==> config.mk <==
export PLATFORM = sky130hd
export DESIGN_NAME = exec_stage
export DESIGN_NICKNAME = d
export VERILOG_FILES = /design/src/rtl/exec_pkg.sv /design/src/rtl/exec_stage_seq_multiplier.sv /design/src/rtl/exec_stage.sv
export SDC_FILE = /design/constraint.sdc
export NUM_CORES = 1
export LEC_CHECK = 0
export CORE_AREA = 2 2 106 108
export DETAILED_ROUTE_END_ITERATION = 6
export DIE_AREA = 0 0 108 110
export PLACE_DENSITY_LB_ADDON = 0.05
export SYNTH_ARGS = -nofsm -noshare
export SYNTH_HDL_FRONTEND = slang
export SYNTH_HIERARCHICAL = 1
export SYNTH_SLANG_ARGS = --single-unit
export TNS_END_PERCENT = 30
==> constraint.sdc <==
create_clock -name clk -period 4.55 [get_ports clk]
set_input_delay 0.91 -clock clk [delete_from_list [all_inputs] [get_ports clk]]
set_output_delay 0.91 -clock clk [all_outputs]
set_load 0.03 [all_outputs]
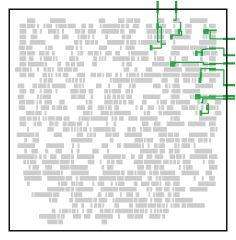
(run_1/port_trees.png)
Scale: 2 px per um.
Key: dest_addr = green [direction input, edge 6 right, 2 top, end cells 16, buffers 8, wire 200 um]
count of boundary I/O pins: 52
count of buffers inserted at the top-level ports: 51

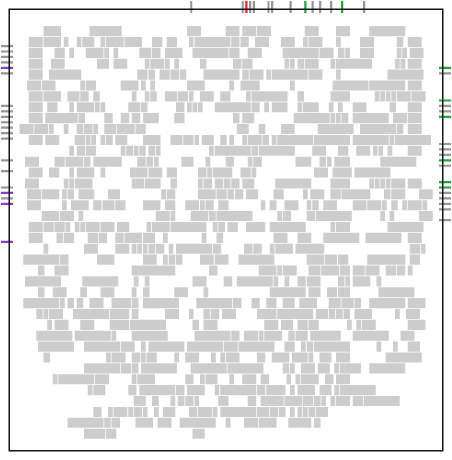
(run_1/pinout.png)
Scale: 4 px per um. Pins as bars across the die edge, other pins in grey.
Key: dest_addr = green [pins 8, direction input, edge 6 right, 2 top]; busy = red [pins 1, direction output, edge top]; opcode = purple [pins 4, direction input, edge left]
All pins by edge: 20 left, 18 right, 14 top.
chip height: 110 um
die x size: 108 um

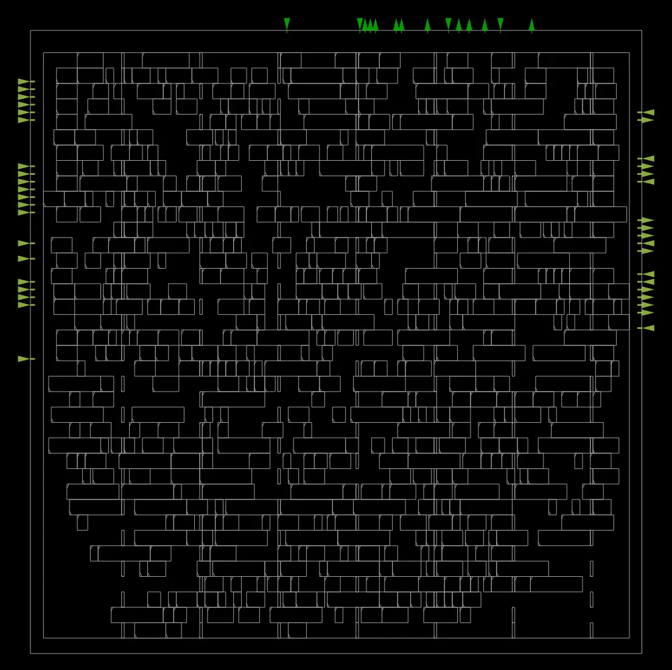
(run_1/placed.png)
tap cells: 140
number of flip-flops and latches: 73
Rows: 38

==> impl_results.rst, run 1 <==
Flow metrics
------------

.. list-table::
   :header-rows: 1

   * - Metric
     - Value
   * - Main logic family after synthesis
     - simple AND/OR/NAND/NOR gates
   * - Uppermost routed layer
     - met4
   * - Combinational share of power
     - 55.7%
   * - Largest delay contributor family on the critical path
     - AND-OR/OR-AND gates
   * - Number of enable flip-flop cells
     - 0
   * - Post-route cell area
     - 0.00626 mm2
   * - Gpl congestion
     - 0.978
   * - Mux contribution to synthesized area
     - 14.2%
   * - Starting DRT DRC Count
     - 299
   * - Fraction of power spent switching nets
     - 43.6%
   * - Layout clock buffers
     - 11
   * - Placed instance count
     - 772
   * - Non-clock inverters
     - 30
   * - Area leader share
     - 33.8%
   * - Sequential Area
     - 0.00183 mm2
   * - Multi-input gate count
     - 468
   * - Post-route DRC violation count
     - 0
   * - Share of final-layout standard cells stronger than drive strength 1
     - 8.33%
   * - Number of standard cells reported by yosys
     - 598
   * - Antenna violations before repair
     - 0
   * - Worst endpoint data arrival time
     - 3.68 ns
   * - Vias in the first global route
     - 4247
   * - Share of the clock period used by the worst path after layout
     - 75.7%
   * - Adder Area Share
     - 10.5%
   * - Top logic cells by instance count in the layout
     - sky130_fd_sc_hd__nand2_1 (80), sky130_fd_sc_hd__dfrtp_1 (72), sky130_fd_sc_hd__mux2i_1 (63), sky130_fd_sc_hd__nor2_1 (55), sky130_fd_sc_hd__clkdlybuf4s50_1 (51)
   * - Detailed-route via count
     - 4429
   * - Number of setup buffers added after CTS
     - 0
   * - Worst setup EP type
     - flop
   * - Synthesis area per yosys
     - 0.00540 mm2
   * - Worst vdd ir
     - 0.354 mV
   * - Detail-routed via count per cell
     - 5.62
   * - Max_slew headroom
     - 22.1%
   * - Total number of cells along the worst setup path
     - 12
   * - Post-synthesis instance area
     - 0.00540 mm2
   * - Async set-reset flop share out of synthesis
     - 100%
   * - Library cell with the largest summed area after synthesis
     - sky130_fd_sc_hd__dfrtp_1
   * - DRT antenna net count
     - 0
   * - Metal-1 WL
     - 6030 um
   * - Post-Place Setup Slack
     - 0.774 ns
   * - Power after layout
     - 0.00361 W
   * - Hold/Removal Path Class
     - flop to flop
   * - Htree depth
     - 3
   * - Total met3 wirelength after detailed routing
     - 674 um
   * - All-Layer GR Usage
     - 22.9%
   * - Most common library cell in the layout ignoring fill and taps
     - sky130_fd_sc_hd__nand2_1
   * - Final global-route overflow total
     - 0
   * - Setup slack on the worst flop-to-flop path
     - 1.42 ns
   * - Time the final worst path needs with I/O delays and setup
     - 3.44 ns
   * - Post-Route Skew
     - 0.0131 ns
   * - P_seq
     - 0.00106 W
   * - Pins Over Slew Limit
     - 0
   * - Biggest area cells
     - sky130_fd_sc_hd__dfrtp_1 (34%), sky130_fd_sc_hd__mux2i_1 (12%), sky130_fd_sc_hd__ha_1 (9.7%)
   * - Path depth of the worst reg2reg path
     - 12
   * - Setup WS post-layout
     - 1.11 ns
   * - Slowest cell on the critical path
     - sky130_fd_sc_hd__clkdlybuf4s50_1
   * - Buffer cell driving the clock tree root
     - sky130_fd_sc_hd__clkbuf_8
   * - Clock group total power
     - 0.000540 W
   * - First-pass GRT wire length
     - 21200 um
   * - YS warnings
     - 6
   * - Flop and latch count out of synthesis
     - 73
   * - Outcome
     - complete, no violations
   * - GR peak layer
     - met2
   * - Pre-Place Util
     - 50.5%
   * - Comb pwr
     - 0.00201 W
   * - Critical-path maximum fanout
     - 5
   * - Net Sw Power
     - 0.00157 W
   * - Top cell by count, worst path
     - sky130_fd_sc_hd__o21ai_0
   * - First-pass DRT Iterations
     - 5
   * - # setup viols final
     - 0
   * - GR Layer Usage met2
     - 37.6%
   * - Setup repair after global routing missed its margin
     - false
   * - Sequential share of cell area
     - 29.2%
--- run 2 (diff from run 1) ---
==> constraint.sdc (replaced) <==
create_clock -name clk -period 2.8 [get_ports clk]
set_input_delay 0.56 -clock clk [delete_from_list [all_inputs] [get_ports clk]]
set_output_delay 0.56 -clock clk [all_outputs]
set_load 0.03 [all_outputs]
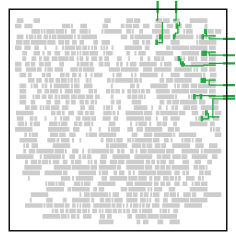
(run_2/port_trees.png)
Scale: 2 px per um.
Key: dest_addr = green [direction input, edge 6 right, 2 top, end cells 16, buffers 8, wire 164 um]

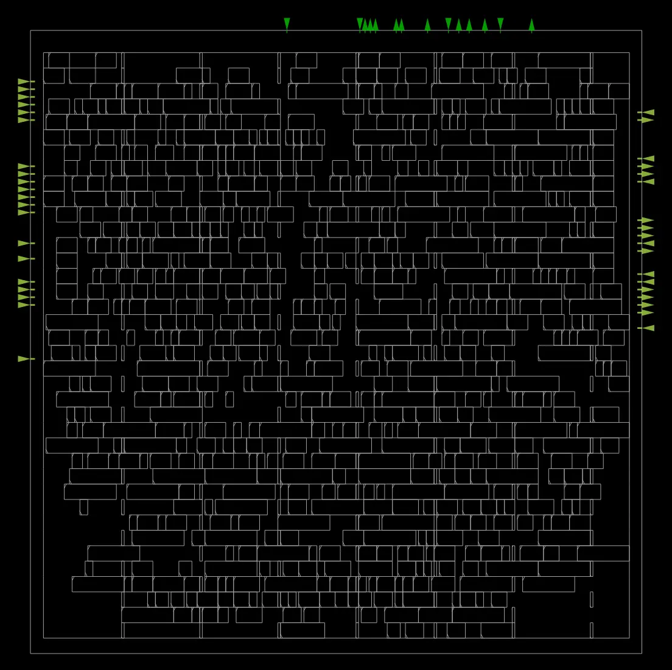
(run_2/placed.png)
final standard cell count with taps included and fillers excluded: 854
placeable core region: 0.0107 mm2
fillcell total: 906
sequential share of cell area: 26.0%

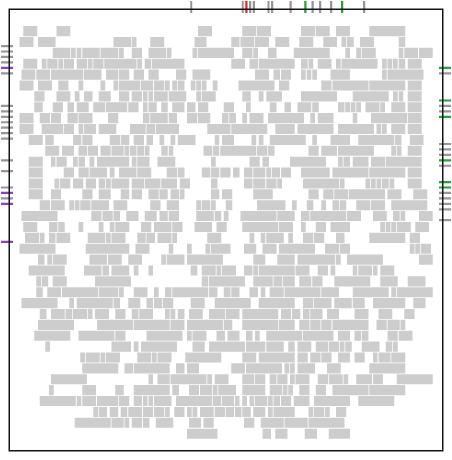
(run_2/pinout.png)
Scale: 4 px per um. Pins as bars across the die edge, other pins in grey.
Key: dest_addr = green [pins 8, direction input, edge 6 right, 2 top]; opcode = purple [pins 4, direction input, edge left]; busy = red [pins 1, direction output, edge top]
All pins by edge: 20 left, 18 right, 14 top.

==> run 2 against run 1 <==
Compared with the run above:
- the run now ends with negative setup slack left
- wire length is 9.9% higher
- power is 99% higher
- critical path type is now flop to flop
- area after synthesis stayed put
- die area stayed put
- global-route usage is 1.5 points higher
- clock skew is 0.0074 ns lower
- critical endpoint unchanged
- highest routed layer unchanged
- final area is 12% higher
- via count is 6.5% higher
- first-iteration DRC count is 16% lower
==> impl_results.rst, run 2 <==
Flow metrics
------------

.. list-table::
   :header-rows: 1

   * - Metric
     - Value
   * - Number of setup buffers added after CTS
     - 3 (was 0)
   * - Total met3 wirelength after detailed routing
     - 509 um (was 674 um)
   * - Detail-routed via count per cell
     - 5.52 (was 5.62)
   * - Library cell with the largest summed area after synthesis
     - sky130_fd_sc_hd__dfrtp_1 (unchanged)
   * - Pins Over Slew Limit
     - 0 (unchanged)
   * - Uppermost routed layer
     - met4 (unchanged)
   * - Share of final-layout standard cells stronger than drive strength 1
     - 23.0% (was 8.33%)
   * - Combinational share of power
     - 63.9% (was 55.7%)
   * - Gate count of the mapped netlist
     - 598 (unchanged)
   * - Path depth of the worst reg2reg path
     - 14 (was 12)
   * - Slowest cell on the critical path
     - sky130_fd_sc_hd__dfrtp_1 (was sky130_fd_sc_hd__clkdlybuf4s50_1)
   * - Setup repair after global routing missed its margin
     - true (was false)
   * - Critical path buffer and inverter count
     - 3 (was 2)
   * - Chip height
     - 110 um (unchanged)
   * - # setup viols final
     - 1 (was 0)
   * - Power after layout
     - 0.00719 W (was 0.00361 W)
   * - Placed instance count
     - 834 (was 772)
   * - Non-clock inverters
     - 30 (unchanged)
   * - Top logic cells by instance count in the layout
     - sky130_fd_sc_hd__nand2_1 (78), sky130_fd_sc_hd__dfrtp_1 (72), sky130_fd_sc_hd__buf_4 (71), sky130_fd_sc_hd__mux2i_1 (63), sky130_fd_sc_hd__nor2_1 (52) (was sky130_fd_sc_hd__nand2_1 (80), sky130_fd_sc_hd__dfrtp_1 (72), sky130_fd_sc_hd__mux2i_1 (63), sky130_fd_sc_hd__nor2_1 (55), sky130_fd_sc_hd__clkdlybuf4s50_1 (51))
   * - Area leader share
     - 33.8% (unchanged)
   * - Count of boundary I/O pins
     - 52 (unchanged)
   * - Post-Route Skew
     - 0.00567 ns (was 0.0131 ns)
   * - DRT antenna net count
     - 0 (unchanged)
   * - Final global-route overflow total
     - 0 (unchanged)
   * - Hold/Removal Path Class
     - flop to flop (unchanged)
   * - Main logic family after synthesis
     - simple AND/OR/NAND/NOR gates (unchanged)
   * - Number of standard cells reported by yosys
     - 598 (unchanged)
   * - Worst vdd ir
     - 0.640 mV (was 0.354 mV)
   * - Post-route DRC violation count
     - 0 (unchanged)
   * - Share of the clock period used by the worst path after layout
     - 101%
   * - Total number of cells along the worst setup path
     - 14 (was 12)
   * - Post-route cell area
     - 0.00704 mm2 (was 0.00626 mm2)
   * - Adder Area Share
     - 10.5% (unchanged)
   * - Number of enable flip-flop cells
     - 0 (unchanged)
   * - Die x size
     - 108 um (unchanged)
   * - Antenna violations before repair
     - 0 (unchanged)
   * - Pre-Place Util
     - 50.5% (unchanged)
   * - Top cell by count, worst path
     - sky130_fd_sc_hd__buf_6 (was sky130_fd_sc_hd__o21ai_0)
   * - Count of buffers inserted at the top-level ports
     - 51 (unchanged)
   * - Metal-1 WL
     - 6690 um (was 6030 um)
   * - Multi-input gate count
     - 468 (unchanged)
   * - Setup slack on the worst flop-to-flop path
     - -0.02 ns (was 1.42 ns)
   * - Time the final worst path needs with I/O delays and setup
     - 2.82 ns
   * - Critical-path maximum fanout
     - 6 (was 5)
   * - Failing checks
     - negative setup slack
   * - Async set-reset flop share out of synthesis
     - 100% (unchanged)
   * - Clock group total power
     - 0.000849 W (was 0.000540 W)
   * - Post-synthesis instance area
     - 0.00540 mm2 (unchanged)
   * - Max_slew headroom
     - 50.3% (was 22.1%)
   * - Flop and latch count out of synthesis
     - 73 (unchanged)
   * - GR peak layer
     - met2 (unchanged)
   * - Tap cells
     - 140 (unchanged)
   * - Post-Place Setup Slack
     - -0.425 ns (was 0.774 ns)
   * - Outcome
     - finished with violations (was complete, no violations)
   * - Sequential Area
     - 0.00183 mm2 (unchanged)
   * - All-Layer GR Usage
     - 24.4% (was 22.9%)
   * - Biggest area cells
     - sky130_fd_sc_hd__dfrtp_1 (34%), sky130_fd_sc_hd__mux2i_1 (12%), sky130_fd_sc_hd__ha_1 (9.7%) (unchanged)
   * - Largest delay contributor family on the critical path
     - simple AND/OR/NAND/NOR gates (was AND-OR/OR-AND gates)
   * - Vias in the first global route
     - 4482 (was 4247)
   * - CTS Hold Buffers Added
     - 0 (unchanged)
   * - Net Sw Power
     - 0.00305 W (was 0.00157 W)
   * - Mux contribution to synthesized area
     - 14.2% (unchanged)
   * - Worst endpoint data arrival time
     - 3.05 ns (was 3.68 ns)
   * - # resized after CTS
     - 18 (was 0)
   * - Setup WS post-layout
     - -0.0225 ns (was 1.11 ns)
   * - Rows
     - 38 (unchanged)
   * - Most common library cell in the layout ignoring fill and taps
     - sky130_fd_sc_hd__nand2_1 (unchanged)
   * - Starting DRT DRC Count
     - 252 (was 299)
   * - Layout clock buffers
     - 10 (was 11)
   * - Synthesis area per yosys
     - 0.00540 mm2 (unchanged)
   * - First-pass DRT Iterations
     - 5 (unchanged)
   * - Buffer cell driving the clock tree root
     - sky130_fd_sc_hd__clkbuf_8 (unchanged)
No activity file was given, so power comes from the tool's default toggle rates.
